Clock nets:
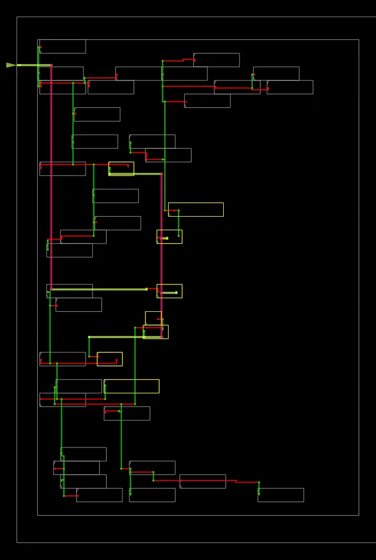
Port wiring:
Scale: 4 px per um.
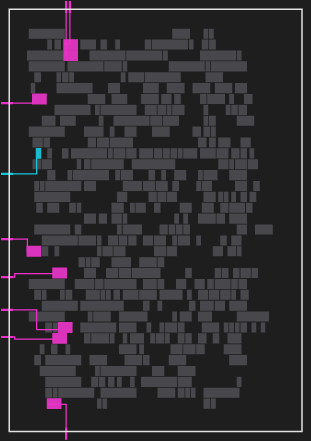
Where the registers sit:
Scale: 3 px per um. Other sequential cells in the stronger gray, the rest of the logic in the fainter gray.
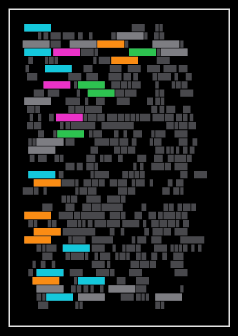
Gate-type map:
Scale: 4 px per um.
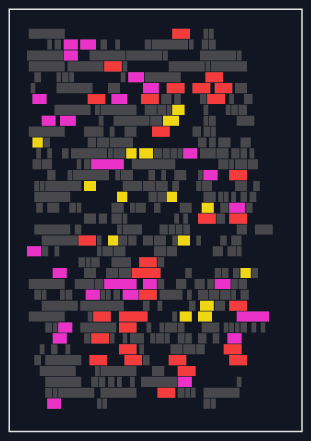
$ cat config.mk
export PLATFORM = sky130hd
export DESIGN_NAME = alu_exec_stage_flat
export DESIGN_NICKNAME = d
export VERILOG_FILES = /design/src/rtl/alu_exec_stage_if.sv /design/src/rtl/alu_exec_stage.sv /design/src/flat_wrapper.sv
export SDC_FILE = /design/constraint.sdc
export NUM_CORES = 1
export LEC_CHECK = 0
export CAP_MARGIN = 20
export CELL_PAD_IN_SITES_DETAIL_PLACEMENT = 0
export CELL_PAD_IN_SITES_GLOBAL_PLACEMENT = 1
export CORE_ASPECT_RATIO = 1.5
export CORE_MARGIN = 4
export CORE_UTILIZATION = 49
export DETAILED_ROUTE_END_ITERATION = 8
export DONT_BUFFER_PORTS = 1
export PLACE_DENSITY_LB_ADDON = 0.1
export SYNTH_ARGS = -nofsm -noshare
export SYNTH_HDL_FRONTEND = slang
export SYNTH_SLANG_ARGS = --single-unit
$ cat constraint.sdc
create_clock -name clk -period 5.1 [get_ports clk]
set_clock_uncertainty 0.2 [all_clocks]
set_input_delay 1.02 -clock clk [delete_from_list [all_inputs] [get_ports clk]]
set_output_delay 1.02 -clock clk [all_outputs]
set_load 0.01 [all_outputs]
$ cat src/rtl/alu_exec_stage_if.sv
// Request/response bundle for the ALU execute stage.
// The master side issues operations and the slave side returns result and flags.
interface alu_exec_stage_if;
    logic       in_valid;
    logic       in_ready;
    logic [2:0] op;
    logic [7:0] a;
    logic [7:0] b;
    logic       use_acc;
    logic       out_valid;
    logic       out_ready;
    logic [7:0] result;
    logic [3:0] flags;

    modport master (
        output in_valid, op, a, b, use_acc, out_ready,
        input  in_ready, out_valid, result, flags
    );

    modport slave (
        input  in_valid, op, a, b, use_acc, out_ready,
        output in_ready, out_valid, result, flags
    );
endinterface

$ cat src/rtl/alu_exec_stage.sv
// Single-issue 8-bit ALU execute stage with an accumulator.
// It moves IDLE -> EXEC -> HOLD, and its outputs are registered and held until consumed.
module alu_exec_stage (
    input  logic           clk,
    input  logic           rst_n,
    alu_exec_stage_if.slave bus
);

    typedef enum logic [1:0] {IDLE, EXEC, HOLD} state_t;

    state_t     state;
    logic       live;
    logic [2:0] op_q;
    logic [7:0] a_q;
    logic [7:0] b_q;
    logic [7:0] acc;
    logic [7:0] result_q;
    logic [3:0] flags_q;
    logic       out_valid_q;

    logic [8:0] au_sum;
    logic [7:0] au_res;
    logic       au_c;
    logic       au_v;
    logic [7:0] lu_res;
    logic [7:0] alu_res;
    logic [3:0] alu_flags;
    logic       accept;
    logic       consume;

    // live stays low through reset, so in_ready only rises on the first edge after release.
    assign bus.in_ready  = ((state == IDLE) && live) || ((state == HOLD) && bus.out_ready);
    assign bus.out_valid = out_valid_q;
    assign bus.result    = result_q;
    assign bus.flags     = flags_q;

    assign accept  = bus.in_valid && bus.in_ready;
    assign consume = out_valid_q && bus.out_ready;

    always_comb begin
        au_sum = 9'd0;
        au_c   = 1'b0;
        au_v   = 1'b0;
        case (op_q[1:0])
            2'b00: begin
                au_sum = {1'b0, a_q} + {1'b0, b_q};
                au_c   = au_sum[8];
                au_v   = (a_q[7] == b_q[7]) && (au_sum[7] != a_q[7]);
            end
            2'b01: begin
                au_sum = {1'b0, a_q} + 9'd1;
                au_c   = au_sum[8];
                au_v   = (a_q == 8'h7F);
            end
            // Carry is reported as borrow for subtract and decrement.
            2'b10: begin
                au_sum = {1'b0, a_q} + {1'b0, ~b_q} + 9'd1;
                au_c   = ~au_sum[8];
                au_v   = (a_q[7] != b_q[7]) && (au_sum[7] != a_q[7]);
            end
            default: begin
                au_sum = {1'b0, a_q} + 9'h0FF;
                au_c   = ~au_sum[8];
                au_v   = (a_q == 8'h80);
            end
        endcase
        au_res = au_sum[7:0];
    end

    always_comb begin
        lu_res = 8'h00;
        case (op_q[1:0])
            2'b00:   lu_res = a_q & b_q;
            2'b01:   lu_res = a_q | b_q;
            2'b10:   lu_res = a_q ^ b_q;
            default: lu_res = ~a_q;
        endcase
    end

    assign alu_res   = op_q[2] ? lu_res : au_res;
    assign alu_flags = {(alu_res == 8'h00), alu_res[7],
                        (~op_q[2] & au_c), (~op_q[2] & au_v)};

    always_ff @(posedge clk or negedge rst_n) begin
        if (!rst_n) begin
            state       <= IDLE;
            live        <= 1'b0;
            op_q        <= 3'd0;
            a_q         <= 8'h00;
            b_q         <= 8'h00;
            acc         <= 8'h00;
            result_q    <= 8'h00;
            flags_q     <= 4'b0000;
            out_valid_q <= 1'b0;
        end else begin
            live <= 1'b1;
            // The accumulator is already updated when HOLD accepts a new request.
            if (accept) begin
                op_q <= bus.op;
                a_q  <= bus.use_acc ? acc : bus.a;
                b_q  <= bus.b;
            end
            case (state)
                IDLE: begin
                    if (accept) state <= EXEC;
                end
                EXEC: begin
                    result_q    <= alu_res;
                    flags_q     <= alu_flags;
                    acc         <= alu_res;
                    out_valid_q <= 1'b1;
                    state       <= HOLD;
                end
                HOLD: begin
                    if (consume) begin
                        out_valid_q <= 1'b0;
                        state       <= accept ? EXEC : IDLE;
                    end
                end
                default: begin
                    state       <= IDLE;
                    out_valid_q <= 1'b0;
                end
            endcase
        end
    end

endmodule

$ cat src/flat_wrapper.sv
// flat-port wrapper written by rule: the top's interface ports become plain ports
module alu_exec_stage_flat 
  (clk, rst_n, bus_in_valid, bus_op, bus_a, bus_b, bus_use_acc, bus_out_ready, bus_in_ready, bus_out_valid, bus_result, bus_flags);
  alu_exec_stage_if bus_i ();
  input  logic clk;
  input  logic rst_n;
  input wire logic [$bits(bus_i.in_valid)-1:0] bus_in_valid;
  input wire logic [$bits(bus_i.op)-1:0] bus_op;
  input wire logic [$bits(bus_i.a)-1:0] bus_a;
  input wire logic [$bits(bus_i.b)-1:0] bus_b;
  input wire logic [$bits(bus_i.use_acc)-1:0] bus_use_acc;
  input wire logic [$bits(bus_i.out_ready)-1:0] bus_out_ready;
  output wire logic [$bits(bus_i.in_ready)-1:0] bus_in_ready;
  output wire logic [$bits(bus_i.out_valid)-1:0] bus_out_valid;
  output wire logic [$bits(bus_i.result)-1:0] bus_result;
  output wire logic [$bits(bus_i.flags)-1:0] bus_flags;
  assign bus_i.in_valid = bus_in_valid;
  assign bus_i.op = bus_op;
  assign bus_i.a = bus_a;
  assign bus_i.b = bus_b;
  assign bus_i.use_acc = bus_use_acc;
  assign bus_i.out_ready = bus_out_ready;
  assign bus_in_ready = bus_i.in_ready;
  assign bus_out_valid = bus_i.out_valid;
  assign bus_result = bus_i.result;
  assign bus_flags = bus_i.flags;
  alu_exec_stage u_core (.clk(clk), .rst_n(rst_n), .bus(bus_i));
endmodule
==> impl_metrics.py <==
# Synthesis and PnR figures
metrics = {
    "synth": {
        "synth-async-reset-ratio": 1.00,
        "syn_inst": 358,
        "edf_count": 0,
        "ys_seq_frac": 0.276,
        "syn_nets": 412,
        "synth.avg_cell_area_um2": 8.62,
        "yosys-stat-cells": 358,
        "synth.distinct_cells": 68,
        "synth_area_um2": 3090,
        "yosys_warnings": 0,
        "synth_top_area_share": 0.276,
        "ys.flops": 34,
    },
    "floorplanning": {
        "boundaryPins": 38,
        "die_h_um": 105,
        "core.rowCount": 35,
        "coreArea_um2": 6130,
        "die-width_um": 72.8,
    },
    "detailed_routing": {
        "routed_wl_um": 8040,
        "wl_met3_um": 323,
        "m1WireLength_um": 3560,
        "viasPerCell": 6.19,
        "num_vias": 2598,
        "routed.top_layer": "met4",
        "route.met2.wl_um": 3960,
        "first_pass_iters": 4,
        "wl_per_cell_um": 19.1,
        "drc": 0,
        "route.antenna.remaining_nets": 0,
    },
    "outcome": {
        "status": "finished, final reports clean",
    },
    "final_timing": {
        "tns_ps": 0,
        "hold_viol": 0,
        "whs_ps": 220,
        "worstMarginPinSlew_ps": 867,
        "setup-violations-final": 0,
        "slew_violations": 0,
    },
    "final_layout": {
        "num_antenna_cells": 0,
        "fill_cells": 604,
        "area_growth_pct": 4.17,
        "nets": 399,
        "drive_gt1_frac": 0.0809,
    },
    "placed_design": {
        "place_area_um2": 3080,
        "io_buffers": 0,
        "gp_congestion": 0.947,
        "dp_slack_ps": 1890,
        "place_hpwl_um": 6110,
        "dp_cells": 412,
    },
    "run": {
        "drv_cap": 0,
    },
    "critical_path": {
        "crit_required_ps": 5090,
        "reg2reg_depth": 9,
        "worst_setup_path_end_kind": "flip-flop",
        "worstSetupPathType": "reg2reg",
        "rr_endpoint": "u_core.bus.flags[3]$_DFFE_PN0P_",
        "critPathLaunchType": "flip-flop",
        "r2r_slack_ps": 1870,
        "timing.rr.start": "u_core.a_q[0]$_DFFE_PN0P_",
        "cp_max_fo": 8,
    },
    "clock_tree": {
        "hold_buffers": 0,
        "root_buffer": "clkbuf_8",
        "cts.sinks": 34,
        "postCtsResizedCells": 0,
    },
    "global_routing": {
        "first_global_vias": 2610,
        "grt_max_degree": 40,
        "overflow": 0,
        "antenna_found_initial": 0,
        "grtUsageTotal": 0.222,
    },
    "min_path": {
        "hold_class": "in2async",
    },
    "pwr": {
        "p_leak_uw": 0.00145,
        "power_uw": 1080,
    },
}
About 'clock nets':
cts bufs inserted: 5
Clock group: 304 uW
clk_lat worst skew: 290 ps

About 'port wiring':
| port | color | bits | direction | edge | end cells | wire |
|---|---|---|---|---|---|---|
| `bus_in_ready` | cyan | 1 | output | left | 1 | 10.5 um |
| `bus_a` | magenta | 8 | input | 5 left, 2 top, 1 bottom | 8 | 84.9 um |

About 'where the registers sit':
| name in the netlist | color | placed flops |
|---|---|---|
| `u_core.a_q` | cyan | 8 |
| `u_core.acc` | orange | 7 |
| `u_core.op_q` | magenta | 3 |
| `u_core.bus.flags` | green | 4 |
not colored: 12
flop share of the area: 0.265
Layout Utilization: 0.524
Reg area: 851 um^2
Sequential Power: 343 uW

About 'gate-type map':
| family | color | cells |
|---|---|---|
| multiplexers | magenta | 26 |
| adder and majority cells | red | 30 |
| AND-OR and OR-AND gates | yellow | 15 |
Non-Filler Instances: 420
Top cell excl fill/tap: dfrtp_1
multi-input combinational area share: 0.628

==> registers in the layout, indices dropped and copies added, names as in the netlist <==
signal / cells
u_core.b_q: 8
u_core.live: 1
u_core.bus.flags: 4
u_core.acc: 7
u_core.bus.out_valid: 1
u_core.op_q: 3
u_core.state: 2
u_core.a_q: 8
==> placed cells by master (no fill, tap or decap), types with 6 or more instances in the layout <==
master and n:
dfrtp_1 34, ha_1 28, mux2_2 7, a21oi_1 25, inv_1 25, o21ai_0 22
mux2i_1 15, xnor2_1 8, nand2_1 31, nor3_1 8, nor2_1 27, nand3_1 6
==> synth_stat cells, drive strengths merged (6+ instances only) <==
| master | number |
|---|---|
| dfrtp | 34 |
| nand2 | 31 |
| ha | 28 |
| nor2 | 27 |
| inv | 26 |
| o21ai | 26 |
| a21oi | 25 |
| buf | 15 |
| mux2i | 15 |
| nor3 | 9 |
| mux2 | 8 |
| xnor2 | 8 |
| clkbuf | 7 |
| and2 | 6 |
| nand3 | 6 |
==> cells by family after synthesis <==
| logic type | synth area share |
|---|---|
| AND-OR/OR-AND | 0.218 |
| XOR/XNOR | 0.0312 |
| adder cells (fa/ha/maj) | 0.126 |
| buffers and inverters | 0.0705 |
| flip-flops | 0.276 |
| multiplexers | 0.0997 |
| other | 0.00121 |
| AND/OR/NAND/NOR | 0.178 |
==> final cells by class <==
| cell class | count | share of cell area |
|---|---|---|
| Inverter | 27 | 0.0315 |
| Multi-Input combinational cell | 275 | 0.628 |
| Clock inverter | 3 | 0.0214 |
| Sequential cell | 34 | 0.265 |
| Tap cell | 74 | 0.0288 |
| Timing Repair Buffer | 2 | 0.00467 |
| Clock buffer | 5 | 0.0214 |
==> critical path, stage by stage (launching register included) <==
cell and delay (ps):
dfrtp_1 500, inv_1 180, ha_1 280, fa_1 450, o21bai_1 270, a211oi_2 140
o21bai_1 190, a2111oi_0 120, or3b_1 440, o41ai_2 340
==> report_power, final <==
group	internal, uW	switching, uW
clock	196	108
combinational	186	249
sequential	289	53.5
total	671	411
==> per-layer routing <==
metal / track usage / vias up
met5: 0 / -
met2: 0.359 / 65
li1: - / 1252
met4: 0.0778 / 0
met3: 0.0414 / 16
met1: 0.291 / 1265
==> how the worst max path moves through the flow <==
stage | from | to | slack, ps
global route | u_core.a_q[0]$_DFFE_PN0P_ | u_core.bus.flags[3]$_DFFE_PN0P_ | 1670
finish | u_core.a_q[0]$_DFFE_PN0P_ | u_core.bus.flags[3]$_DFFE_PN0P_ | 1870
CTS | u_core.a_q[0]$_DFFE_PN0P_ | u_core.bus.flags[3]$_DFFE_PN0P_ | 1890
floorplan | u_core.a_q[0]$_DFFE_PN0P_ | u_core.bus.flags[3]$_DFFE_PN0P_ | 2410
global placement | u_core.a_q[0]$_DFFE_PN0P_ | u_core.bus.flags[3]$_DFFE_PN0P_ | 1950
detailed placement | u_core.a_q[0]$_DFFE_PN0P_ | u_core.bus.flags[3]$_DFFE_PN0P_ | 1890
Power and IR drop assume default switching activity.
